==> images/clock_map.png <==
Bar = 50 um.
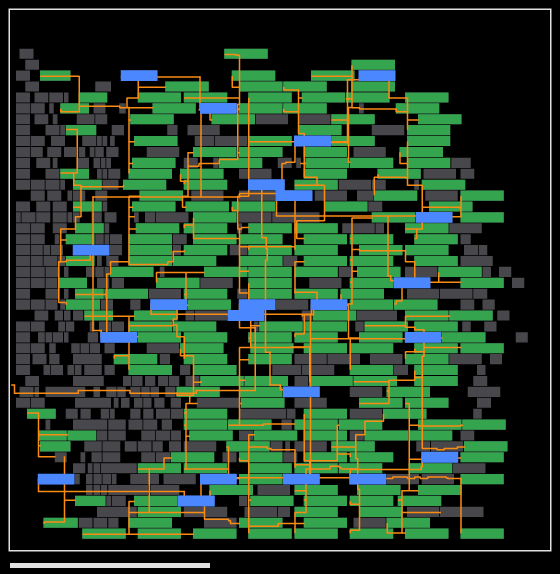
==> images/registers.png <==
Bar = 50 um. Other sequential cells in the stronger gray, the rest of the logic in the fainter gray.
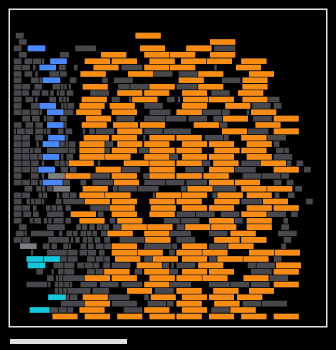
==> images/gate_families.png <==
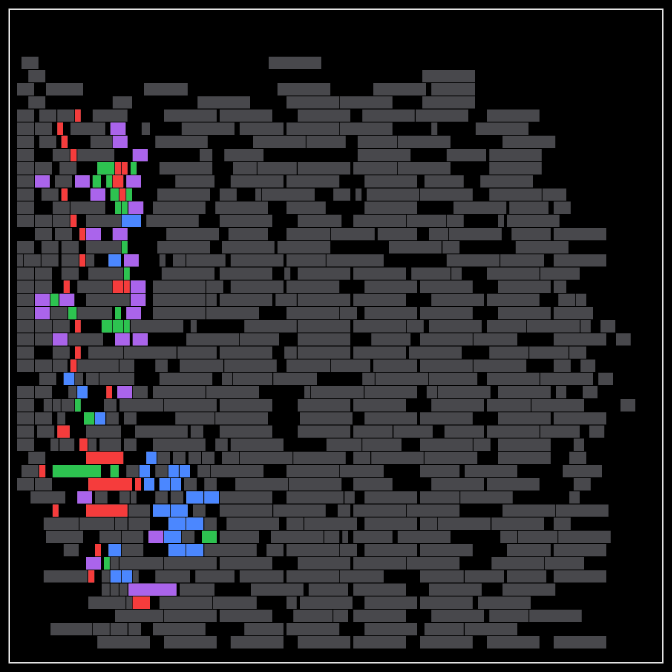
==> images/final_congestion.png <==
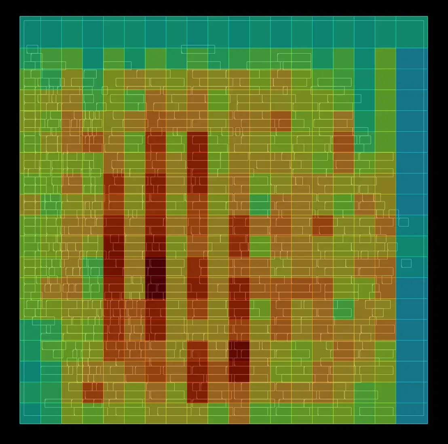
Design pc_sequencer_flat, sky130hd; sources not shown.
==> run summary <==
Entry: Yosys synthesis followed by OpenROAD place and route.

Cells and area:
- The number of antenna diodes in the final layout is 0.
- The run puts the share of layout cells above drive strength 1 at 25.2%.
- The register with the most flip-flops in the layout has 192 of them.
- The most common logic cells in the final layout are 192 x sky130_fd_sc_hd__edfxtp_1, 51 x sky130_fd_sc_hd__clkdlybuf4s50_1, 48 x sky130_fd_sc_hd__mux4_2.
- The finished design was reported to have a net count of 604.
- The run gives the summed area of non-filler cells in the final layout as 10800 um^2.

Placed design:
- The run puts the placed cell count at 761.
- The run puts the tally of buffers added on design ports at 63.

Final timing:
- The run gives the final sum of negative setup slack as 0 ps.
- Across all hold checks on the routed design, the worst slack comes to 504 ps.
- The run gives the worst setup slack after layout as 84.8 ps.
- The run gives the ratio of final minimum period to clock period as 97.5%.

Floorplanning:
- The run puts the y dimension of the die at 135 um.
- During I/O placement, the number of pins put on the boundary was 76.
- The run puts the number of standard-cell rows in the floorplan at 48.
- The run puts the area of the die at 18100 um^2.
- The run gives the die outline width as 135 um.
- Before placement the cells fill 51.1% of the core.

Setup path:
- On the critical path the largest part of the delay comes from buffers and inverters.
- The run gives the library cell contributing the largest single delay on the critical path as sky130_fd_sc_hd__dfxtp_2.
- The setup path with the least slack is of type reg -> out.
- The run puts the stage delay of the slowest cell on the critical path at 380 ps.
- The run puts the data arrival at the endpoint of the critical path at 2640 ps.
- The run gives the worst reg2reg path depth as 6.

Power:
- The run gives the sequential share of power as 49.1%.
- The run gives the cell-internal power as 0.00464 W.
- The run puts the switching power summed over all nets at 0.00127 W.
- The run puts the overall power consumption at 0.00591 W.

Outcome:
- The run finished with clean final reports.

Clocking:
- The run gives the CTS sink count as 212.
- The run gives the clock-pin slew on the worst setup and hold paths as 50 ps.
- The run puts the total number of H-tree levels at 1.
- The run puts the number of buffers between clock root and the deepest sink at 3.
- The run puts the post-CTS resize count at 25.
- The run gives the post-cts hold-fix buffer tally as 0.

Detailed routing:
- The run puts the remaining design rule violation count at 0.
- After the first detailed-routing iteration, the DRC count stood at 519.
- The run gives the detailed-router iteration count before antenna repair as 5.
- The run gives the tally of nets with antenna violations remaining after routing as 0.

Yosys:
- The run gives the share of synthesized area spent on multiplexers as 16.6%.
- In the synthesized netlist, the number of instances is 470.
- The synthesized netlist devotes 2.27% of its cell area to compound gates.
- The run puts the number of synthesis warnings at 0.
- The run puts the mean instance size in the synthesized netlist at 18.7 um^2.
- The synthesized design spends more area on one cell type than any other, namely sky130_fd_sc_hd__edfxtp_1.
- The synthesis report lists the most area-consuming cells as sky130_fd_sc_hd__edfxtp_1 65%, sky130_fd_sc_hd__mux4_2 12%, sky130_fd_sc_hd__dfxtp_1 4.5%.
- The run gives the flip-flop and latch count after synthesis as 212.
- The synthesized netlist devotes 5.63% of its cell area to simple gates.

GRT:
- Global routing used 23.0% of the available tracks across all layers.
- Entering global routing, the biggest net connects 25 pins.
- The run gives the total overflow reported by the global router as 0.
Back to the opening pictures, clock_map.png:
[orange] clock wires | length: 2250 um
[green] flip-flops | count: 212
[blue] cells driving clock nets | count: 22
routed clock nets	23
P_clk: 0.00240 W
Worst Clk Skew: 10.2 ps
clock share of power: 40.6%
insertion delay of the later-clocked pin in the worst-skew pair: 490 ps

Back to the opening pictures, registers.png:
color	signal	flops
cyan	`u_core.u_stack.ptr_reg`	5
orange	`u_core.u_stack.mem`	192
blue	`u_core.bus.pc`	12
not colored	3
Seq. pwr: 0.00290 W
final cell utilization of the core: 62.4%
Reg area: 6180 um^2

Back to the opening pictures, gate_families.png:
color	family	cells
blue	AND and OR gates	24
purple	XOR/XNOR gates	25
red	NOR gates	30
green	NAND gates	22
most frequently placed logic cell in the final layout: sky130_fd_sc_hd__edfxtp_1
count of non-filler cells in the finished layout: 805
fraction of area in multi-input gates: 23.4%

Back to the opening pictures, final_congestion.png:
met1 layer usage reported by global route: 31.4%
final routed wire length divided by cell count: 24.7 um

==> final cells by class <==
class	instances	area, um^2
clock buffer	27	591
clock inverter	12	135
fill	1164	6480
inverter	4	15.0
multi-input combinational	223	2520
sequential	212	6180
tap	225	282
timing repair buffer	102	1040
==> power groups by stage <==
stage / clock network, W / logic (W) / registers [W]
floorplan: 0 / 0.000345 / 0.00295
global placement: 0 / 0.000552 / 0.00295
detailed placement: 0 / 0.000568 / 0.00295
CTS: 0.00243 / 0.000611 / 0.00290
global route: 0.00255 / 0.000648 / 0.00290
finish: 0.00240 / 0.000612 / 0.00290
==> layer usage <==
metal	GRT usage [%]	vias up	wire, um
met1	31.4	2465	8020
met4	7.49	0	552
met5	0	-	0
met3	3.27	43	1420
li1	-	2079	-
met2	38.6	262	9890
Power figures rest on the tool's default switching activity, not on a simulated workload.
